run_1/port_trees.png
The bar under the picture is 50 um long.
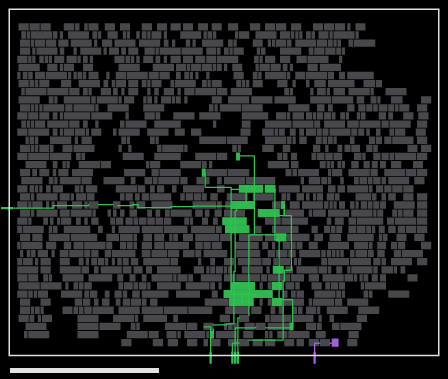
run_1/util_map.png
The bar under the picture is 50 um long. 14 x 12 tiles, from black (low) to pale yellow (high), 0 to 100% covered.
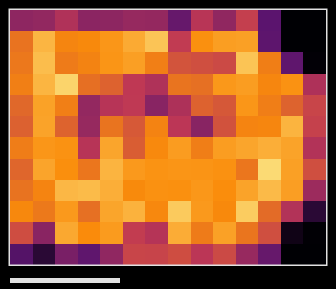
run_1/floorplan.png
The bar under the picture is 50 um long. Pins as bars on the die edge.
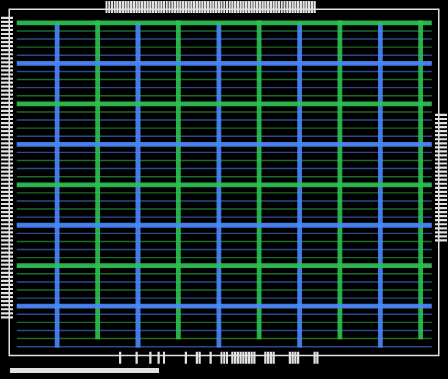
==> config.mk <==
export PLATFORM = sky130hd
export DESIGN_NAME = issue_ctrl_flat
export DESIGN_NICKNAME = d
export VERILOG_FILES = /design/src/rtl/riscv_pkg.sv /design/src/rtl/issue_ctrl_if.sv /design/src/rtl/issue_scoreboard.sv /design/src/rtl/issue_ctrl.sv /design/src/flat_wrapper.sv
export SDC_FILE = /design/constraint.sdc
export NUM_CORES = 1
export LEC_CHECK = 0
export CAP_MARGIN = 20
export CORE_ASPECT_RATIO = 0.8
export CORE_MARGIN = 2
export CORE_UTILIZATION = 48
export DETAILED_ROUTE_END_ITERATION = 12
export PLACE_DENSITY = 0.84
export SLEW_MARGIN = 20
export SYNTH_ARGS = -nofsm -noshare
export SYNTH_HDL_FRONTEND = slang
export SYNTH_SLANG_ARGS = --single-unit
==> constraint.sdc <==
create_clock -name clk_i -period 3.9 [get_ports clk_i]
set_input_delay 0.585 -clock clk_i [delete_from_list [all_inputs] [get_ports clk_i]]
set_output_delay 0.585 -clock clk_i [all_outputs]
set_load 0.1 [all_outputs]
==> src/rtl/riscv_pkg.sv <==
// Shared types for the issue stage: register indices, ALU ops, issue-register payload and FSM states.
package riscv_pkg;

  localparam int unsigned REG_COUNT  = 32;
  localparam int unsigned REG_ADDR_W = 5;

  typedef logic [REG_ADDR_W-1:0] reg_addr_t;

  typedef enum logic [3:0] {
    ALU_ADD, ALU_SUB, ALU_AND, ALU_OR, ALU_XOR,
    ALU_SLL, ALU_SRL, ALU_SRA, ALU_SLT, ALU_SLTU
  } alu_op_t;

  typedef enum logic [1:0] {ISSUE_RUN, ISSUE_HAZARD, ISSUE_DRAIN} issue_state_t;

  typedef struct packed {
    reg_addr_t   rs1;
    reg_addr_t   rs2;
    reg_addr_t   rd;
    logic        reg_write;
    logic        alu_src;
    alu_op_t     alu_op;
    logic [63:0] imm;
  } issue_op_t;

  // x0 is hardwired, so writes to it never create a pending entry.
  function automatic logic is_tracked(logic reg_write, reg_addr_t rd);
    return reg_write && (rd != '0);
  endfunction

endpackage

==> src/rtl/issue_ctrl_if.sv <==
// Decode-to-issue and issue-to-execute handshake bundle; master drives decode/execute side.
interface issue_ctrl_if;
  import riscv_pkg::*;

  logic        dec_valid_i;
  logic        dec_ready_o;
  reg_addr_t   dec_rs1_addr_i;
  reg_addr_t   dec_rs2_addr_i;
  reg_addr_t   dec_rd_addr_i;
  logic        dec_reg_write_i;
  logic        dec_alu_src_i;
  alu_op_t     dec_alu_op_i;
  logic [63:0] dec_imm_i;

  logic        ex_valid_o;
  logic        ex_ready_i;
  reg_addr_t   ex_rs1_addr_o;
  reg_addr_t   ex_rs2_addr_o;
  reg_addr_t   ex_rd_addr_o;
  logic        ex_reg_write_o;
  logic        ex_alu_src_o;
  alu_op_t     ex_alu_op_o;
  logic [63:0] ex_imm_o;

  modport master (
    output dec_valid_i, dec_rs1_addr_i, dec_rs2_addr_i, dec_rd_addr_i, dec_reg_write_i,
           dec_alu_src_i, dec_alu_op_i, dec_imm_i, ex_ready_i,
    input  dec_ready_o, ex_valid_o, ex_rs1_addr_o, ex_rs2_addr_o, ex_rd_addr_o,
           ex_reg_write_o, ex_alu_src_o, ex_alu_op_o, ex_imm_o
  );

  modport slave (
    input  dec_valid_i, dec_rs1_addr_i, dec_rs2_addr_i, dec_rd_addr_i, dec_reg_write_i,
           dec_alu_src_i, dec_alu_op_i, dec_imm_i, ex_ready_i,
    output dec_ready_o, ex_valid_o, ex_rs1_addr_o, ex_rs2_addr_o, ex_rd_addr_o,
           ex_reg_write_o, ex_alu_src_o, ex_alu_op_o, ex_imm_o
  );
endinterface

==> src/rtl/issue_scoreboard.sv <==
// Pending-write mask with set/clear ports and RAW/WAW hazard lookup.
// Optional ISSUE_WB_BYPASS_EN lets a same-cycle writeback hide its rd from the lookup.
module issue_scoreboard
  import riscv_pkg::*;
(
  input  logic                 clk_i,
  input  logic                 rst_i,
  input  logic                 set_en_i,
  input  reg_addr_t            set_addr_i,
  input  logic                 clr_en_i,
  input  reg_addr_t            clr_addr_i,
  input  logic                 valid_i,
  input  reg_addr_t            rs1_i,
  input  reg_addr_t            rs2_i,
  input  reg_addr_t            rd_i,
  input  logic                 use_rs2_i,
  input  logic                 chk_rd_i,
  output logic                 hazard_o,
  output logic [REG_COUNT-1:0] pending_o
);

  logic [REG_COUNT-1:0] pending_q, pending_d;
  logic [REG_COUNT-1:0] set_mask, clr_mask, lookup;

  always_comb begin
    set_mask  = set_en_i ? ((REG_COUNT'(1) << set_addr_i) & ~REG_COUNT'(1)) : '0;
    clr_mask  = clr_en_i ? (REG_COUNT'(1) << clr_addr_i) : '0;
    // Set is applied after clear so a same-cycle reallocation of rd stays pending.
    pending_d = (pending_q & ~clr_mask) | set_mask;
`ifdef ISSUE_WB_BYPASS_EN
    lookup    = pending_q & ~clr_mask;
`else
    lookup    = pending_q;
`endif
    hazard_o  = valid_i & (lookup[rs1_i] | (use_rs2_i & lookup[rs2_i]) | (chk_rd_i & lookup[rd_i]));
    pending_o = pending_q;
  end

  always_ff @(posedge clk_i) begin
    if (rst_i) pending_q <= '0;
    else       pending_q <= pending_d;
  end

endmodule

==> src/rtl/issue_ctrl.sv <==
// Scoreboard-based issue controller: issue register, hazard/limit stalls, flush drain, stall counter.
// Build option ISSUE_WB_BYPASS_EN (in issue_scoreboard) enables same-cycle writeback bypass.
module issue_ctrl
  import riscv_pkg::*;
#(
  parameter int unsigned MAX_INFLIGHT = 4,
  parameter int unsigned CNT_W        = 32
) (
  input  logic             clk_i,
  input  logic             rst_i,
  issue_ctrl_if.slave      bus,
  input  logic             wb_valid_i,
  input  reg_addr_t        wb_rd_addr_i,
  input  logic             flush_i,
  output logic [CNT_W-1:0] stall_cnt_o
);

  localparam int unsigned INF_W = $clog2(MAX_INFLIGHT + 1);

  issue_state_t         state_q, state_d;
  issue_op_t            ex_q;
  logic                 ex_valid_q;
  logic [INF_W-1:0]     inflight_q, inflight_d;
  logic [CNT_W-1:0]     stall_q;
  logic [REG_COUNT-1:0] pending;
  logic                 hazard, tracked, full, ready, accept, wb_ok;

  assign tracked = is_tracked(bus.dec_reg_write_i, bus.dec_rd_addr_i);
  assign full    = (inflight_q == INF_W'(MAX_INFLIGHT));
  // Stray writebacks (not pending, or nothing outstanding) are dropped.
  assign wb_ok   = wb_valid_i & pending[wb_rd_addr_i] & (inflight_q != '0);

  issue_scoreboard u_scoreboard (
    .clk_i      (clk_i),
    .rst_i      (rst_i),
    .set_en_i   (accept & tracked),
    .set_addr_i (bus.dec_rd_addr_i),
    .clr_en_i   (wb_ok),
    .clr_addr_i (wb_rd_addr_i),
    .valid_i    (bus.dec_valid_i),
    .rs1_i      (bus.dec_rs1_addr_i),
    .rs2_i      (bus.dec_rs2_addr_i),
    .rd_i       (bus.dec_rd_addr_i),
    .use_rs2_i  (~bus.dec_alu_src_i),
    .chk_rd_i   (tracked),
    .hazard_o   (hazard),
    .pending_o  (pending)
  );

  always_comb begin
    ready  = ~rst_i & ~flush_i & (state_q != ISSUE_DRAIN) & ~hazard &
             (~ex_valid_q | bus.ex_ready_i) & ~(tracked & full);
    accept = bus.dec_valid_i & ready;

    inflight_d = inflight_q;
    unique case ({accept & tracked, wb_ok})
      2'b10:   inflight_d = inflight_q + 1'b1;
      2'b01:   inflight_d = inflight_q - 1'b1;
      default: inflight_d = inflight_q;
    endcase

    state_d = state_q;
    if (flush_i) begin
      state_d = ISSUE_DRAIN;
    end else begin
      unique case (state_q)
        ISSUE_RUN:    if (hazard) state_d = ISSUE_HAZARD;
        ISSUE_HAZARD: if (!hazard) state_d = ISSUE_RUN;
        ISSUE_DRAIN:  if (inflight_q == '0 && !wb_valid_i) state_d = ISSUE_RUN;
        default:      state_d = ISSUE_RUN;
      endcase
    end
  end

  always_ff @(posedge clk_i) begin
    if (rst_i) begin
      state_q    <= ISSUE_RUN;
      inflight_q <= '0;
      ex_valid_q <= 1'b0;
      ex_q       <= '0;
      stall_q    <= '0;
    end else begin
      state_q    <= state_d;
      inflight_q <= inflight_d;
      if (flush_i) begin
        ex_valid_q <= 1'b0;
      end else if (accept) begin
        ex_valid_q <= 1'b1;
        ex_q       <= '{rs1: bus.dec_rs1_addr_i, rs2: bus.dec_rs2_addr_i,
                        rd: bus.dec_rd_addr_i, reg_write: bus.dec_reg_write_i,
                        alu_src: bus.dec_alu_src_i, alu_op: bus.dec_alu_op_i,
                        imm: bus.dec_imm_i};
      end else if (bus.ex_ready_i) begin
        ex_valid_q <= 1'b0;
      end
      if (bus.dec_valid_i && !ready && stall_q != '1) stall_q <= stall_q + 1'b1;
    end
  end

  always_ff @(posedge clk_i) begin
    if (!rst_i && wb_valid_i) assert (wb_ok);
  end

  assign bus.dec_ready_o    = ready;
  assign bus.ex_valid_o     = ex_valid_q;
  assign bus.ex_rs1_addr_o  = ex_q.rs1;
  assign bus.ex_rs2_addr_o  = ex_q.rs2;
  assign bus.ex_rd_addr_o   = ex_q.rd;
  assign bus.ex_reg_write_o = ex_q.reg_write;
  assign bus.ex_alu_src_o   = ex_q.alu_src;
  assign bus.ex_alu_op_o    = ex_q.alu_op;
  assign bus.ex_imm_o       = ex_q.imm;
  assign stall_cnt_o        = stall_q;

endmodule

==> src/flat_wrapper.sv <==
// flat-port wrapper written by rule: the top's interface ports become plain ports
module issue_ctrl_flat import riscv_pkg::*;
#(
  parameter int unsigned MAX_INFLIGHT = 4,
  parameter int unsigned CNT_W        = 32
)
  (clk_i, rst_i, wb_valid_i, wb_rd_addr_i, flush_i, stall_cnt_o, bus_dec_valid_i, bus_dec_rs1_addr_i, bus_dec_rs2_addr_i, bus_dec_rd_addr_i, bus_dec_reg_write_i, bus_dec_alu_src_i, bus_dec_alu_op_i, bus_dec_imm_i, bus_ex_ready_i, bus_dec_ready_o, bus_ex_valid_o, bus_ex_rs1_addr_o, bus_ex_rs2_addr_o, bus_ex_rd_addr_o, bus_ex_reg_write_o, bus_ex_alu_src_o, bus_ex_alu_op_o, bus_ex_imm_o);
  issue_ctrl_if bus_i ();
  input  logic clk_i;
  input  logic rst_i;
  input  logic wb_valid_i;
  input  reg_addr_t wb_rd_addr_i;
  input  logic flush_i;
  output logic [CNT_W-1:0] stall_cnt_o;
  input wire logic [$bits(bus_i.dec_valid_i)-1:0] bus_dec_valid_i;
  input wire logic [$bits(bus_i.dec_rs1_addr_i)-1:0] bus_dec_rs1_addr_i;
  input wire logic [$bits(bus_i.dec_rs2_addr_i)-1:0] bus_dec_rs2_addr_i;
  input wire logic [$bits(bus_i.dec_rd_addr_i)-1:0] bus_dec_rd_addr_i;
  input wire logic [$bits(bus_i.dec_reg_write_i)-1:0] bus_dec_reg_write_i;
  input wire logic [$bits(bus_i.dec_alu_src_i)-1:0] bus_dec_alu_src_i;
  input wire logic [$bits(bus_i.dec_alu_op_i)-1:0] bus_dec_alu_op_i;
  input wire logic [$bits(bus_i.dec_imm_i)-1:0] bus_dec_imm_i;
  input wire logic [$bits(bus_i.ex_ready_i)-1:0] bus_ex_ready_i;
  output wire logic [$bits(bus_i.dec_ready_o)-1:0] bus_dec_ready_o;
  output wire logic [$bits(bus_i.ex_valid_o)-1:0] bus_ex_valid_o;
  output wire logic [$bits(bus_i.ex_rs1_addr_o)-1:0] bus_ex_rs1_addr_o;
  output wire logic [$bits(bus_i.ex_rs2_addr_o)-1:0] bus_ex_rs2_addr_o;
  output wire logic [$bits(bus_i.ex_rd_addr_o)-1:0] bus_ex_rd_addr_o;
  output wire logic [$bits(bus_i.ex_reg_write_o)-1:0] bus_ex_reg_write_o;
  output wire logic [$bits(bus_i.ex_alu_src_o)-1:0] bus_ex_alu_src_o;
  output wire logic [$bits(bus_i.ex_alu_op_o)-1:0] bus_ex_alu_op_o;
  output wire logic [$bits(bus_i.ex_imm_o)-1:0] bus_ex_imm_o;
  assign bus_i.dec_valid_i = bus_dec_valid_i;
  assign bus_i.dec_rs1_addr_i = bus_dec_rs1_addr_i;
  assign bus_i.dec_rs2_addr_i = bus_dec_rs2_addr_i;
  assign bus_i.dec_rd_addr_i = bus_dec_rd_addr_i;
  assign bus_i.dec_reg_write_i = bus_dec_reg_write_i;
  assign bus_i.dec_alu_src_i = bus_dec_alu_src_i;
  assign bus_i.dec_alu_op_i = bus_dec_alu_op_i;
  assign bus_i.dec_imm_i = bus_dec_imm_i;
  assign bus_i.ex_ready_i = bus_ex_ready_i;
  assign bus_dec_ready_o = bus_i.dec_ready_o;
  assign bus_ex_valid_o = bus_i.ex_valid_o;
  assign bus_ex_rs1_addr_o = bus_i.ex_rs1_addr_o;
  assign bus_ex_rs2_addr_o = bus_i.ex_rs2_addr_o;
  assign bus_ex_rd_addr_o = bus_i.ex_rd_addr_o;
  assign bus_ex_reg_write_o = bus_i.ex_reg_write_o;
  assign bus_ex_alu_src_o = bus_i.ex_alu_src_o;
  assign bus_ex_alu_op_o = bus_i.ex_alu_op_o;
  assign bus_ex_imm_o = bus_i.ex_imm_o;
  issue_ctrl #(.MAX_INFLIGHT(MAX_INFLIGHT), .CNT_W(CNT_W)) u_core (.clk_i(clk_i), .rst_i(rst_i), .bus(bus_i), .wb_valid_i(wb_valid_i), .wb_rd_addr_i(wb_rd_addr_i), .flush_i(flush_i), .stall_cnt_o(stall_cnt_o));
endmodule
==> flow_metrics.py, run 1 <==
# Metrics from the implementation run
metrics = {
    "logic_synthesis": {
        "floorplan.nets": 961,
        "mux_area_frac": 0.1339,
        "syn_area_per_cell_um2": 8.708,
        "top_area_frac": 0.4134,
        "top_cells_by_count": "nand2_1 (194), dfxtp_1 (155), a21oi_1 (104)",
        "most_common_cell": "nand2_1",
        "synthArstFlopShare": 0,
        "logic_family": "simple AND/OR/NAND/NOR gates",
    },
    "layout": {
        "clock_cell_area_share": 0.05408,
        "final-comb-area_um2": 4020,
        "antenna_cells": 0,
        "comb_area_frac": 0.3870,
        "layout_top_cell": "clkdlybuf4s50_1",
        "seq_share": 0.2987,
        "nets": 1149,
        "regArea_um2": 3103,
        "inv_count": 13,
    },
    "setup_path": {
        "cp_num_buf_inv": 3,
        "worstSetupEndpointType": "primary output",
        "cp_common_cell": "nand3_1",
        "reg2reg_depth": 12,
        "cp.required_ns": 3.31,
        "rr_startpoint": "u_core.u_scoreboard.pending_o[15]",
        "reg2reg_to": "u_core.inflight_q[2]",
        "cp_max_fo": 5,
    },
    "min_path": {
        "hp-class": "reg -> reg",
        "whs_path_depth": 2,
    },
    "final_timing": {
        "rsz0062_at_grt": "false",
        "fin_ws_ns": 0.2040,
    },
    "pwr": {
        "p_sw_uw": 1093,
        "power.leakage_uw": 0.003483,
        "p_comb_frac": 0.149,
        "pg_clk_uw": 1580,
    },
    "global_routing": {
        "grt_antenna_before_repair": 0,
        "grt_max_degree": 89,
        "grt_pass1_wl_um": 35820,
        "track_usage": 0.2745,
        "first_global_vias": 6832,
    },
    "route": {
        "ant_nets": 0,
        "vias_per_cell": 5.853,
        "drc": 0,
        "drt_iter0_markers": 656,
    },
    "placed_design": {
        "placed_area_um2": 9827,
    },
    "status": {
        "status": "finished clean",
    },
    "flow_run": {
        "warnings": 26,
    },
    "floorplan": {
        "rows": 40,
    },
}
## Picture notes: port_trees.png
[purple] bus_ex_ready_i | bits: 1 | direction: input | end cells: 1 | buffers: 1 | wire: 6.30 um
[green] bus_dec_rs1_addr_i | bits: 5 | direction: input | end cells: 20 | buffers: 6 | wire: 452 um
# IOs: 215
Port Buffers: 214

## Picture notes: util_map.png
nearly empty tiles: 4.8%
tiles over 75% full: 35%
mean over tiles: 61%
fullest tile: 92%
FP Core Util: 0.4950
Core Area: 15160 um^2
final core occ: 0.6851

## Picture notes: floorplan.png
[green] VDD
[blue] VSS
met5 straps: 8
met1 rails: 41
rows: 40
met4 straps: 10
Worst IR Drop VDD: 0.0003092 V
die height: 115.8 um
DIE WIDTH: 143.8 um

==> run 1: state kept, by name, indices dropped and copies added (netlist names) <==
signal / flops
u_core.bus.ex_rd_addr_o: 5
u_core.bus.ex_imm_o: 64
u_core.bus.ex_valid_o: 1
u_core.state_q: 2
u_core.stall_cnt_o: 32
u_core.bus.ex_rs2_addr_o: 5
u_core.bus.ex_alu_op_o: 4
u_core.bus.ex_reg_write_o: 1
u_core.inflight_q: 3
u_core.bus.ex_rs1_addr_o: 5
u_core.u_scoreboard.pending_o: 32
u_core.bus.ex_alu_src_o: 1
==> run 1: metal layers <==
metal,share of wire,track usage,wire (um),vias up
li1,-,-,-,3482
met1,0.41,0.3560,9436,3519
met2,0.47,0.4403,10790,413
met3,0.11,0.08388,2444,37
met4,0.018,0.09150,420,0
met5,0,0,0,-
==> inputs of run 2 (changes only) <==
- CORE_ASPECT_RATIO: 0.8 -> 0.5
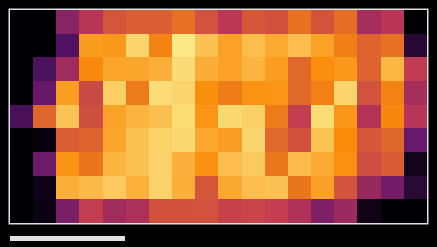
run_2/util_map.png
The bar under the picture is 50 um long. 18 x 9 tiles, from black (low) to pale yellow (high), 0 to 100% covered.
mean over tiles: 61%
nearly empty tiles: 8.0%
fullest tile: 95%
densest ninth of the die: middle
tiles over 75% full: 42%
FP Core Util: 0.4895
Core Area: 15330 um^2
final core occ: 0.6771

==> flow_metrics.py, run 2 <==
# Metrics from the implementation run
metrics = {
    "status": {
        "status": "finished clean",
    },
    "logic_synthesis": {
        "synthArstFlopShare": 0,
        "most_common_cell": "nand2_1",
        "syn_area_per_cell_um2": 8.708,
        "mux_area_frac": 0.1339,
        "top_cells_by_count": "nand2_1 (194), dfxtp_1 (155), a21oi_1 (104)",
    },
    "layout": {
        "antenna_cells": 0,
        "layout_top_cell": "clkdlybuf4s50_1",
        "largest_reg_flops": 64,
    },
    "global_routing": {
        "grt_util_met3": 0.06213,
        "grt_util_met1": 0.3438,
        "top_usage_layer": "met2",
        "track_usage": 0.2764,
        "grt_max_degree": 89,
    },
    "min_path": {
        "hp-class": "reg -> reg",
    },
    "setup_path": {
        "cp_common_cell": "buf_12",
        "cp_max_fo": 16,
        "reg2reg_to": "u_core.inflight_q[2]",
        "cp.required_ns": 3.31,
    },
    "floorplan": {
        "rows": 32,
        "ios": 215,
    },
    "final_timing": {
        "rsz0062_at_grt": "false",
    },
    "route": {
        "route.met2.wl_um": 11440,
        "vias_per_cell": 5.850,
        "wl_met1_um": 9442,
        "highest_layer": "met4",
        "drc": 0,
    },
}
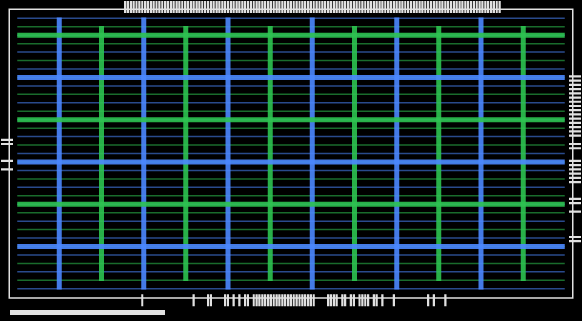
run_2/floorplan.png
The bar under the picture is 50 um long. Pins as bars on the die edge.
[green] VDD
[blue] VSS
met1 rails: 33
rows: 32
met5 straps: 6
DIE WIDTH: 180.8 um
die height: 92.43 um
Worst IR Drop VDD: 0.0003525 V

run 2: cell counts after synthesis:
No cell type changed its count.
run 2: power breakdown:
part | leakage (uW) | switching [uW] | internal, uW
Sequential | 0.00125 | 17.1 | 1610
Clock | 0.000280 | 716 | 930
Combinational | 0.00194 | 363 | 194
Total | 0.00348 | 1100 | 2730
run 2: area by class of cell:
type / count / area [um^2]
clock buffer: 19 / 452.9
timing repair buffer: 235 / 2370
tap: 204 / 255.2
inverter: 13 / 48.80
clock inverter: 13 / 132.6
fill: 1187 / 4952
sequential: 155 / 3103
multi-input combinational: 626 / 4020
run 2: metrics by stage:
stage	instance area (um^2)	hold slack [ns]
finish	10380	0.4538
global route	10380	0.4729
CTS	10380	0.4557
detailed placement	9797	0.4477
global placement	9797	0.4410
floorplan	7510	0.4724
Power figures rest on the tool's default switching activity, not on a simulated workload.
